`src/rtl/mem_port_arbiter_if.sv`:
```
// mem_port_arbiter_if: request, response and shared-port signals between the
// fetch stage, the data stage and the single physical memory port.
// slave  = arbiter side, master = environment (requesters + memory).
interface mem_port_arbiter_if;
  // fetch requester
  logic [15:0] if_memaddr;
  logic        if_memread;
  logic [1:0]  if_mem_byte_enable;
  logic        if_mem_resp;
  logic [15:0] if_mem_rdata;
  // data-stage requester
  logic [15:0] mem_memaddr;
  logic        mem_memread;
  logic        mem_memwrite;
  logic [1:0]  mem_mem_byte_enable;
  logic [15:0] mem_mem_wdata;
  logic        mem_mem_resp;
  logic [15:0] mem_mem_rdata;
  // shared physical port
  logic [15:0] pmem_address;
  logic        pmem_read;
  logic        pmem_write;
  logic [1:0]  pmem_byte_enable;
  logic [15:0] pmem_wdata;
  logic        pmem_resp;
  logic [15:0] pmem_rdata;

  modport slave (
    input  if_memaddr, if_memread, if_mem_byte_enable,
    output if_mem_resp, if_mem_rdata,
    input  mem_memaddr, mem_memread, mem_memwrite, mem_mem_byte_enable, mem_mem_wdata,
    output mem_mem_resp, mem_mem_rdata,
    output pmem_address, pmem_read, pmem_write, pmem_byte_enable, pmem_wdata,
    input  pmem_resp, pmem_rdata
  );

  modport master (
    output if_memaddr, if_memread, if_mem_byte_enable,
    input  if_mem_resp, if_mem_rdata,
    output mem_memaddr, mem_memread, mem_memwrite, mem_mem_byte_enable, mem_mem_wdata,
    input  mem_mem_resp, mem_mem_rdata,
    input  pmem_address, pmem_read, pmem_write, pmem_byte_enable, pmem_wdata,
    output pmem_resp, pmem_rdata
  );
endinterface

```
`src/rtl/mem_port_arbiter.sv`:
```
// mem_port_arbiter: shares one memory port between the fetch (IF) and data
// (MEM) stages. One transaction in flight at a time; the winner's request is
// captured at grant so the port is immune to later requester changes.
// Optional macro ARB_ROUND_ROBIN_EN: alternate grants on contention instead of
// MEM-first priority with an IF starvation limit.
module mem_port_arbiter #(
  parameter int unsigned STARVE_LIMIT = 8  // 1..15
) (
  input  logic               clk,
  input  logic               rst,
  mem_port_arbiter_if.slave  bus
);

  typedef enum logic [1:0] {IDLE, BUSY_IF, BUSY_MEM} state_e;

  state_e      state_q, state_d;
  logic [15:0] addr_q, addr_d;
  logic [15:0] wdata_q, wdata_d;
  logic        read_q, read_d;
  logic        write_q, write_d;
  logic [1:0]  be_q, be_d;
  logic [3:0]  starve_q, starve_d;
  logic        last_if_q, last_if_d;  // 1: most recent grant went to IF

  logic if_pend, mem_pend, grant_if, grant_mem;

  // Winner selection, evaluated every cycle but only acted on in IDLE
  always_comb begin
    if_pend  = bus.if_memread;
    mem_pend = bus.mem_memread | bus.mem_memwrite;
    grant_if = 1'b0;
    if (if_pend && !mem_pend) begin
      grant_if = 1'b1;
    end else if (if_pend && mem_pend) begin
`ifdef ARB_ROUND_ROBIN_EN
      grant_if = !last_if_q;
`else
      grant_if = (starve_q == 4'(STARVE_LIMIT));
`endif
    end
    grant_mem = mem_pend && !grant_if;
  end

  // Next state and request capture
  always_comb begin
    state_d   = state_q;
    addr_d    = addr_q;
    wdata_d   = wdata_q;
    read_d    = read_q;
    write_d   = write_q;
    be_d      = be_q;
    starve_d  = starve_q;
    last_if_d = last_if_q;
    case (state_q)
      IDLE: begin
        if (grant_if) begin
          state_d   = BUSY_IF;
          addr_d    = bus.if_memaddr;
          read_d    = 1'b1;
          write_d   = 1'b0;
          be_d      = bus.if_mem_byte_enable;
          wdata_d   = 16'h0;
          starve_d  = 4'h0;
          last_if_d = 1'b1;
        end else if (grant_mem) begin
          state_d   = BUSY_MEM;
          addr_d    = bus.mem_memaddr;
          // write wins if both strobes are raised
          write_d   = bus.mem_memwrite;
          read_d    = !bus.mem_memwrite;
          be_d      = bus.mem_mem_byte_enable;
          wdata_d   = bus.mem_mem_wdata;
          last_if_d = 1'b0;
          if (if_pend && starve_q != 4'hF) starve_d = starve_q + 4'd1;
        end
      end
      BUSY_IF, BUSY_MEM: begin
        if (bus.pmem_resp) begin
          state_d = IDLE;
          read_d  = 1'b0;
          write_d = 1'b0;
        end
      end
      default: state_d = IDLE;
    endcase
  end

  // State and captured-request registers
  always_ff @(posedge clk) begin
    if (rst) begin
      state_q   <= IDLE;
      addr_q    <= 16'h0;
      wdata_q   <= 16'h0;
      read_q    <= 1'b0;
      write_q   <= 1'b0;
      be_q      <= 2'b00;
      starve_q  <= 4'h0;
      last_if_q <= 1'b1;
    end else begin
      state_q   <= state_d;
      addr_q    <= addr_d;
      wdata_q   <= wdata_d;
      read_q    <= read_d;
      write_q   <= write_d;
      be_q      <= be_d;
      starve_q  <= starve_d;
      last_if_q <= last_if_d;
    end
  end

  // Port drive from captured registers; responses routed to the owner only
  always_comb begin
    bus.pmem_address     = addr_q;
    bus.pmem_read        = read_q;
    bus.pmem_write       = write_q;
    bus.pmem_byte_enable = be_q;
    bus.pmem_wdata       = wdata_q;
    bus.if_mem_resp      = (state_q == BUSY_IF)  && bus.pmem_resp;
    bus.mem_mem_resp     = (state_q == BUSY_MEM) && bus.pmem_resp;
    bus.if_mem_rdata     = bus.if_mem_resp  ? bus.pmem_rdata : 16'h0;
    bus.mem_mem_rdata    = bus.mem_mem_resp ? bus.pmem_rdata : 16'h0;
  end

endmodule

```
`src/flat_wrapper.sv`:
```
// flat-port wrapper written by rule: the top's interface ports become plain ports
module mem_port_arbiter_flat 
#(
  parameter int unsigned STARVE_LIMIT = 8          
)
  (clk, rst, bus_if_memaddr, bus_if_memread, bus_if_mem_byte_enable, bus_if_mem_resp, bus_if_mem_rdata, bus_mem_memaddr, bus_mem_memread, bus_mem_memwrite, bus_mem_mem_byte_enable, bus_mem_mem_wdata, bus_mem_mem_resp, bus_mem_mem_rdata, bus_pmem_address, bus_pmem_read, bus_pmem_write, bus_pmem_byte_enable, bus_pmem_wdata, bus_pmem_resp, bus_pmem_rdata);
  mem_port_arbiter_if bus_i ();
  input  logic clk;
  input  logic rst;
  input wire logic [$bits(bus_i.if_memaddr)-1:0] bus_if_memaddr;
  input wire logic [$bits(bus_i.if_memread)-1:0] bus_if_memread;
  input wire logic [$bits(bus_i.if_mem_byte_enable)-1:0] bus_if_mem_byte_enable;
  output wire logic [$bits(bus_i.if_mem_resp)-1:0] bus_if_mem_resp;
  output wire logic [$bits(bus_i.if_mem_rdata)-1:0] bus_if_mem_rdata;
  input wire logic [$bits(bus_i.mem_memaddr)-1:0] bus_mem_memaddr;
  input wire logic [$bits(bus_i.mem_memread)-1:0] bus_mem_memread;
  input wire logic [$bits(bus_i.mem_memwrite)-1:0] bus_mem_memwrite;
  input wire logic [$bits(bus_i.mem_mem_byte_enable)-1:0] bus_mem_mem_byte_enable;
  input wire logic [$bits(bus_i.mem_mem_wdata)-1:0] bus_mem_mem_wdata;
  output wire logic [$bits(bus_i.mem_mem_resp)-1:0] bus_mem_mem_resp;
  output wire logic [$bits(bus_i.mem_mem_rdata)-1:0] bus_mem_mem_rdata;
  output wire logic [$bits(bus_i.pmem_address)-1:0] bus_pmem_address;
  output wire logic [$bits(bus_i.pmem_read)-1:0] bus_pmem_read;
  output wire logic [$bits(bus_i.pmem_write)-1:0] bus_pmem_write;
  output wire logic [$bits(bus_i.pmem_byte_enable)-1:0] bus_pmem_byte_enable;
  output wire logic [$bits(bus_i.pmem_wdata)-1:0] bus_pmem_wdata;
  input wire logic [$bits(bus_i.pmem_resp)-1:0] bus_pmem_resp;
  input wire logic [$bits(bus_i.pmem_rdata)-1:0] bus_pmem_rdata;
  assign bus_i.if_memaddr = bus_if_memaddr;
  assign bus_i.if_memread = bus_if_memread;
  assign bus_i.if_mem_byte_enable = bus_if_mem_byte_enable;
  assign bus_if_mem_resp = bus_i.if_mem_resp;
  assign bus_if_mem_rdata = bus_i.if_mem_rdata;
  assign bus_i.mem_memaddr = bus_mem_memaddr;
  assign bus_i.mem_memread = bus_mem_memread;
  assign bus_i.mem_memwrite = bus_mem_memwrite;
  assign bus_i.mem_mem_byte_enable = bus_mem_mem_byte_enable;
  assign bus_i.mem_mem_wdata = bus_mem_mem_wdata;
  assign bus_mem_mem_resp = bus_i.mem_mem_resp;
  assign bus_mem_mem_rdata = bus_i.mem_mem_rdata;
  assign bus_pmem_address = bus_i.pmem_address;
  assign bus_pmem_read = bus_i.pmem_read;
  assign bus_pmem_write = bus_i.pmem_write;
  assign bus_pmem_byte_enable = bus_i.pmem_byte_enable;
  assign bus_pmem_wdata = bus_i.pmem_wdata;
  assign bus_i.pmem_resp = bus_pmem_resp;
  assign bus_i.pmem_rdata = bus_pmem_rdata;
  mem_port_arbiter #(.STARVE_LIMIT(STARVE_LIMIT)) u_core (.clk(clk), .rst(rst), .bus(bus_i));
endmodule
```
`config.mk`:
```
export PLATFORM = sky130hd
export DESIGN_NAME = mem_port_arbiter_flat
export DESIGN_NICKNAME = d
export VERILOG_FILES = /design/src/rtl/mem_port_arbiter_if.sv /design/src/rtl/mem_port_arbiter.sv /design/src/flat_wrapper.sv
export SDC_FILE = /design/constraint.sdc
export NUM_CORES = 1
export LEC_CHECK = 0
export CORE_UTILIZATION = 39
export CTS_BUF_LIST = sky130_fd_sc_hd__clkbuf_8
export DETAILED_ROUTE_END_ITERATION = 10
export GPL_TIMING_DRIVEN = 0
export PLACE_DENSITY = 0.95
export SKIP_LAST_GASP = 1
export SLEW_MARGIN = 20
export SYNTH_ARGS = -nofsm -noshare
export SYNTH_HDL_FRONTEND = slang
export SYNTH_SLANG_ARGS = --single-unit
```
`constraint.sdc`:
```
create_clock -name clk -period 2.6 [get_ports clk]
set_input_delay 0.39 -clock clk [delete_from_list [all_inputs] [get_ports clk]]
set_output_delay 0.39 -clock clk [all_outputs]
set_load 0.02 [all_outputs]
```
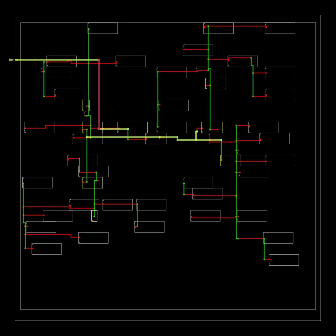
**Above:** run 1 (clock wiring as the flow saved it).
clk_lat worst skew: 0.29 ns
Clock Sink Count: 42

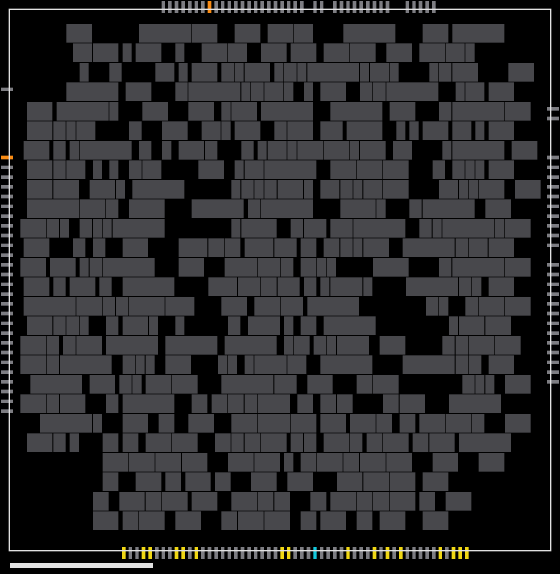
**Above:** run 1 (I/O pins on the die edge).
Scale bar: 20 µm. Pins as bars across the die edge, other pins in gray.
Yellow is bus_if_mem_rdata, pins 16, direction output, edge bottom. Cyan is bus_if_mem_resp, pins 1, direction output, edge bottom. Orange is bus_if_mem_byte_enable, pins 2, direction input, edge 1 left, 1 top.
All pins by edge: 53 bottom, 38 top, 28 left, 25 right.

==> notes.md, run 1 <==
fresh numbers from the pnr run: status=completed, main flop type=dfxtp_1, invs w/o clock=4, dpl hpwl=5460 µm, Reg area=841 µm², All-Layer GR Usage=0.250, die width=roughly 75 µm, cell depth of the worst setup path=5, initial antenna violation count=0, Post-Route Skew=a little over 0.006 ns, vias in the first global route=2355, GRT overflow=0, largest net degree at the start of global routing=13, Sequential Power Share=0.409, Worst Setup End Kind=output port, cell area after synthesis=between 2000 and 2500 µm², P&R area growth vs syn=76.1%, Post-CTS Setup Inserts=0, Max-Slew Margin vs Limit=0.629, Layout Cells excl Fill=486, worst-path cell chain=inv_1 > ha_1 > clkbuf_2 > and3_1 > clkdlybuf4s50_1, sequential share of cell area=0.228, OpenROAD warning count=30, hold path cells=4, Post-Syn Nets=347, leading area contributor after synthesis=dfxtp_1, Max Clock Freq=between 0.4 and 0.5 GHz, setup TNS=0 ns, EDFF count, synth=0, combinational fraction of the cell area=0.301, CTS resizes=1, Worst setup SP type=flip-flop, Detail Route Antenna Nets=0, # nets final=a little under 500, area reported by Yosys stat=2100 µm², initial DRC count=144
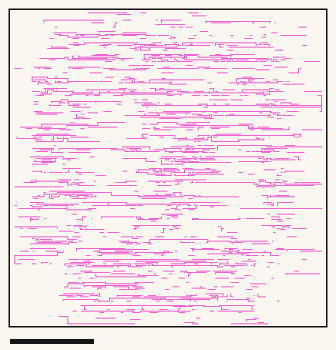
**Above:** run 1 (signal wires on met1).
Scale bar: 20 µm.
The layer carries 3120 µm of wire. The layer holds 43% of the routed length. The longest straight run is 25.5 µm. The wires run mostly horizontal.

run 1: sequential cells by signal, indices dropped and copies added (netlist names):
name	cells
u_core.bus.pmem_address	16
u_core.bus.pmem_byte_enable	2
u_core.bus.pmem_read	1
u_core.bus.pmem_wdata	16
u_core.bus.pmem_write	1
u_core.starve_q	4
u_core.state_q	2
run 1: stage by stage:
stage / setup WS [ns] / total power [µW] / utilization / hold slack [ns]
after floorplan: 0.988 / 1090 / - / 0.466
after global placement: 0.121 / 1400 / 0.700 / 0.441
after detailed placement: 0.0586 / 1420 / 0.700 / 0.450
after CTS: 0.0175 / 1840 / 0.718 / 0.436
after global routing: 0.00588 / 1940 / 0.719 / 0.442
final: 0.134 / 1840 / 0.719 / 0.446
run 1: power by group through the flow:
stage	sequential [µW]	combinational (µW)	clock, µW
after global placement	760	640	0
after CTS	751	659	435
final	751	660	426
after global routing	759	714	463
after floorplan	840	249	0
after detailed placement	765	655	0
run 1: final timing paths:
| kind | startpoint | end | slack [ns] |
|---|---|---|---|
| max reg2reg | u_core.starve_q[0] | u_core.bus.pmem_address[5] | 0.74 |
| min reg2reg | u_core.bus.pmem_wdata[11] | u_core.bus.pmem_wdata[11] | 0.46 |
| min | bus_mem_memwrite | u_core.bus.pmem_write | 0.45 |
| max | u_core.state_q[1] | bus_if_mem_rdata[10] | 0.13 |
run 1: cells by family (layout without fill, tap and decap cells):
family	after synthesis	after routing	synth area share
and+or+nand+nor	124	124	0.295
AOI/OAI and AO/OA	65	65	0.191
adders and majority gates	6	6	0.0358
muxes	1	1	0.00477
xor gates and xnor gates	1	1	0.00418
DFF	42	42	0.401
buffers and inverters	28	177	0.0686
==> run 2: changes to the inputs <==
Settings changed: MAX_ROUTING_LAYER set to met4, RECOVER_POWER set to 25.
==> run 2 against run 1 <==
Core utilization unchanged. Cell area did not move. First-iteration DRC count fell by 2.1%. Register-to-register slack about the same. Sequential cell count did not move. Hold slack hardly changed. Critical endpoint unchanged. Total power fell by 1.2%. Die area stayed put.
==> notes.md, run 2 <==
fresh numbers from the pnr run: Post-Syn Nets=347 (unchanged), Sequential Power Share=0.413 (+0.004), # nets final=495 (unchanged), Worst setup SP type=flip-flop, RR Endpoint=u_core.bus.pmem_address[5], Max-Slew Margin vs Limit=0.637 (+0.00859), layout cells sized above 1=0.0649, clk_lat worst skew=0.28 ns (about the same), die width=75.3 µm (unchanged), Max-area cell class=non-clock buffers, CP arrival=2.07 ns, fill count=443, OpenROAD warning count=30 (unchanged), initial antenna violation count=0 (unchanged), P&R area growth vs syn=76.1% (unchanged), All-Layer GR Usage=0.258 (+0.00808), invs w/o clock=4 (unchanged), switch share=0.319, H-tree levels=2, Clock Sink Count=42 (unchanged), EDFF count, synth=0 (unchanged), setup TNS=0 ns (unchanged), Post-Route Skew=0.00585 ns (-0.000374 ns), cell area after synthesis=2100 µm² (unchanged), die area=5670 µm², Worst Setup End Kind=output port, pre-CTS setup slack=0.0586 ns (unchanged), sequential share of cell area=0.228 (unchanged), largest net degree at the start of global routing=13 (unchanged), worst hold slack=0.446 ns (+0.000279 ns), initial DRC count=141 (-2.1%), worst r2r src=u_core.starve_q[0], Post-CTS Setup Inserts=0 (unchanged), Max Clock Freq=0.406 GHz (+0.15%), PortBufs=141, GRT overflow=0 (unchanged), RD Place Congestion=0.802, main flop type=dfxtp_1, leading area contributor after synthesis=dfxtp_1, worst-path cell chain=inv_1 > ha_1 > clkbuf_2 > and3_1 > clkdlybuf4s50_1, vias in the first global route=2367 (+0.51%), status=completed, cell depth of the worst setup path=5 (unchanged), r2r setup slk=0.75 ns (about the same), setup ws final=0.138 ns (+0.00369 ns), Detail Route Antenna Nets=0 (unchanged), area reported by Yosys stat=2100 µm² (unchanged), Hold Startpoint=bus_mem_memwrite, dpl hpwl=5460 µm (unchanged)
-- run 2: cell counts after synthesis --
No cell type changed its count.
-- run 2: per-layer routing --
layer  wire [µm]  track usage  part of all wire  up-vias
li1            -            -                 -     1236
met1        3080        0.311              0.43     1167
met2        3680        0.431              0.51       89
met3         370       0.0569             0.051       10
met4          75       0.0802             0.010        0
met5           0            -                 0        -
-- run 2: power groups by stage --
stage | combinational, µW | sequential, µW | clock, µW
3_5_place_dp | 655 | 765 | 0
3_3_place_gp | 640 | 760 | 0
4_1_cts | 659 | 751 | 435
5_1_grt | 697 | 757 | 464
2_1_floorplan | 249 | 840 | 0
6_report | 642 | 749 | 423
-- run 2: logic make-up after synthesis --
logic type / count (synthesis) / synth area share
muxes: 1 / 0.00477
buffers and inverters: 28 / 0.0686
DFF: 42 / 0.401
AOI/OAI and AO/OA: 65 / 0.191
adders and majority gates: 6 / 0.0358
and+or+nand+nor: 124 / 0.295
xor gates and xnor gates: 1 / 0.00418
-- run 2: worst min-delay path by stage --
| stage | end | slack, ns | cells after the start |
|---|---|---|---|
| 3_3_place_gp | u_core.bus.pmem_wdata[3] | 0.44 | 2 |
| 3_5_place_dp | u_core.bus.pmem_wdata[11] | 0.45 | 2 |
| 6_report | u_core.bus.pmem_write | 0.45 | 4 |
| 2_1_floorplan | u_core.starve_q[1] | 0.47 | 2 |
| 4_1_cts | u_core.bus.pmem_write | 0.44 | 4 |
| 5_1_grt | u_core.bus.pmem_write | 0.44 | 4 |
-- run 2: per-stage QoR --
stage                     utilization  instance area [µm²]  power (µW)  std cells
final                           0.719                 3690        1810        486
after global routing            0.719                 3690        1920        486
after CTS                       0.718                 3690        1840        486
after detailed placement        0.700                 3600        1420        478
after global placement          0.700                 3600        1400        478
after floorplan                     -                 2100        1090        267
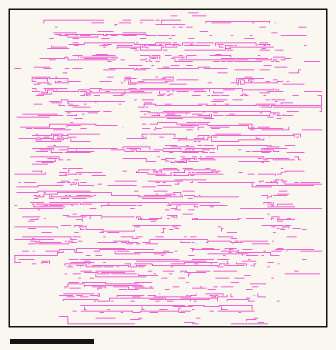
**Above:** run 2 (signal wires on met1).
Scale bar: 20 µm.
The layer holds 43% of the routed length. 442 nets have wire on it. The longest straight run is 25.5 µm. The wires run mostly horizontal.

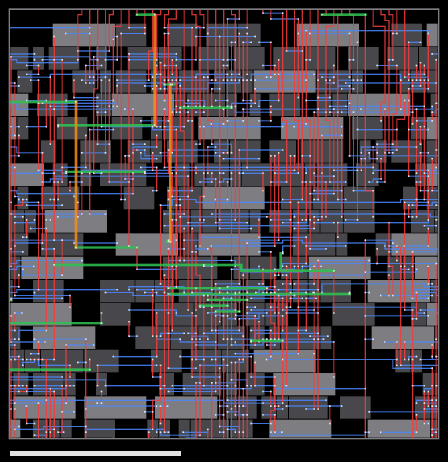
**Above:** run 2 (a small window of the routed layout).
Scale bar: 20 µm. Window x 13 to 63, y 25 to 75 µm. Cells in gray, sequential cells in the stronger gray; small squares are vias.
Blue is met1. Red is met2. Green is met3. Orange is met4.
204 logic cells have their middle in the window. Sequential cells in the window: 26. Netlist names of flops here include u_core.bus.pmem_address (11), u_core.bus.pmem_wdata (7), u_core.starve_q (4). Most frequent: clkdlybuf4s50_1 (31), a21oi_1 (27), dfxtp_1 (26).

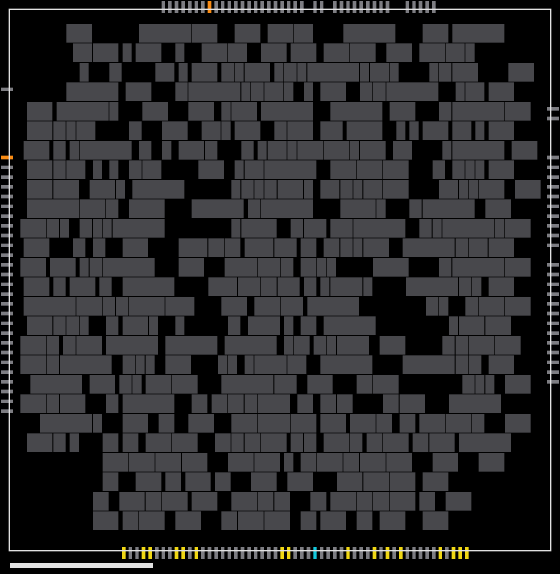
**Above:** run 2 (I/O pins on the die edge).
Scale bar: 20 µm. Pins as bars across the die edge, other pins in gray.
Cyan is bus_if_mem_resp, pins 1, direction output, edge bottom. Yellow is bus_if_mem_rdata, pins 16, direction output, edge bottom. Orange is bus_if_mem_byte_enable, pins 2, direction input, edge 1 left, 1 top.
All pins by edge: 53 bottom, 38 top, 28 left, 25 right.

==> run 3: changes to the inputs <==
Settings changed: PLACE_DENSITY 0.95 to 0.88, SLEW_MARGIN 20 to 10.
==> run 3 against run 2 <==
Register-to-register slack better by 0.04 ns. Fmax is 3.6% lower. Sequential power hardly changed. Critical endpoint is now bus_mem_mem_rdata[11]. Clock power is 9.7% lower. Global-route usage is 2.9 points lower. Sequential cell count stayed put. Critical path depth is 1 lower. Total power is 2.4% lower. Clock skew is 0.0019 ns lower. Largest cell class unchanged. Cell area is 0.44% lower. Wire length is 7.5% lower.
==> notes.md, run 3 <==
fresh numbers from the pnr run: All-Layer GR Usage=0.229 (-0.0290), Top Layout Cells=clkdlybuf4s50_1 (113), dfxtp_1 (42), nand2_1 (40), a21oi_1 (39), and3_1 (32), Post-Route Skew=0.00399 ns (-0.00186 ns), DR WL met2=3310 µm (-10%), top sig layer=met4, RD Place Congestion=0.777 (-3.1%), yosys xor share=0.00418 (unchanged), Clock Sink Count=42 (unchanged), Max-Slew Margin vs Limit=0.632 (-0.00524), adder share=0.0358 (unchanged), P&R area growth vs syn=75.4%, main flop type=dfxtp_1, H-tree levels=2 (unchanged), status=completed, largest net degree at the start of global routing=12 (-1), met3 Usage GRT=0.0595 (+0.00265), clk_lat worst skew=0.29 ns (about the same), worst r2r src=u_core.starve_q[0], OpenROAD warning count=30 (unchanged), placed insts=478 (unchanged), initial DRC count=92 (-35%), Detail Route Antenna Nets=0 (unchanged), busiest layer in global routing=met2, vias in the first global route=2120 (-10%), CP arrival=2.16 ns (+0.09 ns), Post-CTS Setup Inserts=0 (unchanged), die width=75.3 µm (unchanged), Worst Setup End Kind=output port, and+or+nand+nor area frac=0.295 (unchanged), mux frac, synth=0.00477 (unchanged), die area=5670 µm² (unchanged), initial antenna violation count=0 (unchanged), overall power=1770 µW (-2.4%), # nets final=495 (unchanged), Worst setup SP type=primary input, Complex Gates by Area=0.191 (unchanged), switch share=0.321 (+0.00146), Max Clock Freq=0.392 GHz (-3.6%), fill count=451 (+1.8%), leading area contributor after synthesis=dfxtp_1, layout cells sized above 1=0.0578 (-0.00707), dpl hpwl=5120 µm (-6.1%), setup TNS=0 ns (unchanged), fin util=0.715 (-0.00316), PortBufs=141 (unchanged), met1 WL=2910 µm (-5.4%), Synth logic family=simple AND/OR/NAND/NOR gates, cell area after synthesis=2100 µm² (unchanged), area reported by Yosys stat=2100 µm² (unchanged), worst-path cell chain=clkdlybuf4s50_1 > buf_1 > and3_1 > clkdlybuf4s50_1, Post-Syn Nets=347 (unchanged), Sequential Power Share=0.423 (+0.010), top-count cell post-synth=dfxtp_1, met3 wire len=375 µm (+1.4%), Layout Cells excl Fill=485 (-0.21%), GRT overflow=0 (unchanged), Synth async-reset ratio=0
-- run 3: cell types whose count changed in the layout (fill, tap and decap cells not counted) --
cell | before | now
dlygate4sd3_1 | 27 | 28
buf_1 | 2 | 3
clkbuf_2 | 5 | 4
clkinv_2 | 1 | 0
clkbuf_8 | 6 | 5
clkdlybuf4s50_1 | 114 | 113
inv_1 | 5 | 6
-- run 3: metrics by stage --
step / setup WS, ns / hold WS, ns
final: 0.0471 / 0.425
after global routing: 0.0114 / 0.422
after CTS: 0.0553 / 0.403
after detailed placement: 0.0833 / 0.447
after global placement: 0.0996 / 0.440
after floorplan: 0.988 / 0.466
-- run 3: path summary, 6_finish.rpt --
path / cells past startpoint / endpoint / slack, ns
worst max-delay path: 4 / bus_mem_mem_rdata[11] / 0.05
worst min-delay path: 2 / u_core.starve_q[3] / 0.42
worst max register to register: 8 / u_core.bus.pmem_address[5] / 0.79
worst min register to register: 2 / u_core.bus.pmem_wdata[10] / 0.45
-- run 3: power groups by stage --
stage | Sequential [µW] | Combinational (µW) | Clock [µW]
after floorplan | 840 | 249 | 0
after global placement | 761 | 641 | 0
after detailed placement | 764 | 653 | 0
after CTS | 750 | 655 | 396
after global routing | 756 | 693 | 431
final | 748 | 639 | 382
-- run 3: area by class of cell --
| class | instances | area share |
|---|---|---|
| plain buffers | 24 | 0.0364 |
| clock buffers | 5 | 0.0187 |
| clock inverters | 2 | 0.00204 |
| inverters | 4 | 0.00408 |
| multi-input cells | 197 | 0.302 |
| flip-flops and latches | 42 | 0.229 |
| well taps | 70 | 0.0238 |
| repair buffers | 141 | 0.384 |
-- run 3: timing repair --
item / in CTS / in global routing
resized: 0 / 9
setup endpoints to repair: 0 / 16
hold buffers: 0 / 0
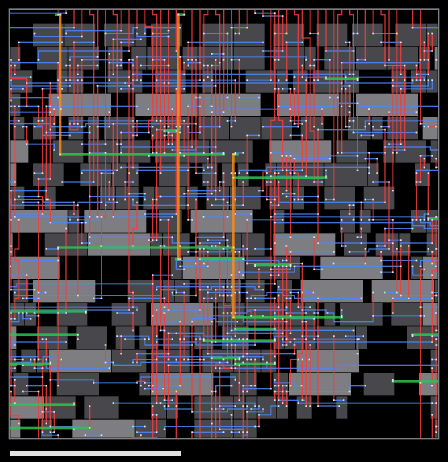
**Above:** run 3 (a small window of the routed layout).
Scale bar: 20 µm. Window x 13 to 63, y 25 to 75 µm. Cells in gray, sequential cells in the stronger gray; small squares are vias.

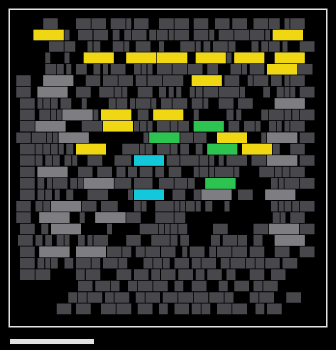
**Above:** run 3 (sequential cells colored by netlist name).
Scale bar: 20 µm. Other sequential cells in the stronger gray, the rest of the logic in the fainter gray.
Cyan is u_core.state_q, sequential cells 2. Yellow is u_core.bus.pmem_address, sequential cells 16. Green is u_core.starve_q, sequential cells 4.
Another 20 sequential cells are not colored.

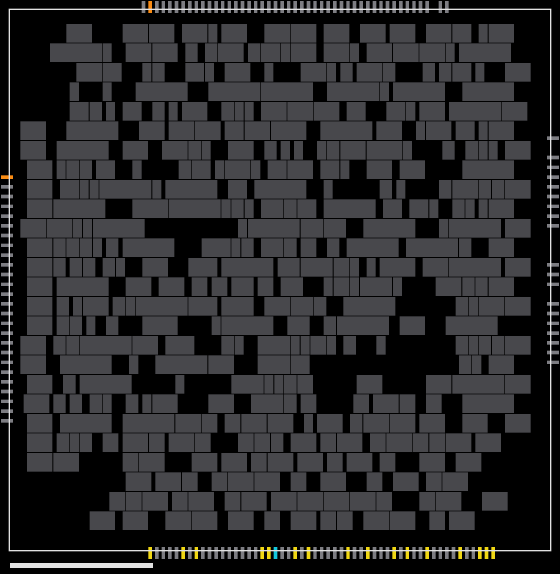
**Above:** run 3 (I/O pins on the die edge).
Scale bar: 20 µm. Pins as bars across the die edge, other pins in gray.
Orange is bus_if_mem_byte_enable, pins 2, direction input, edge 1 top, 1 left. Cyan is bus_if_mem_resp, pins 1, direction output, edge bottom. Yellow is bus_if_mem_rdata, pins 16, direction output, edge bottom.

Power figures rest on the tool's default switching activity, not on a simulated workload.
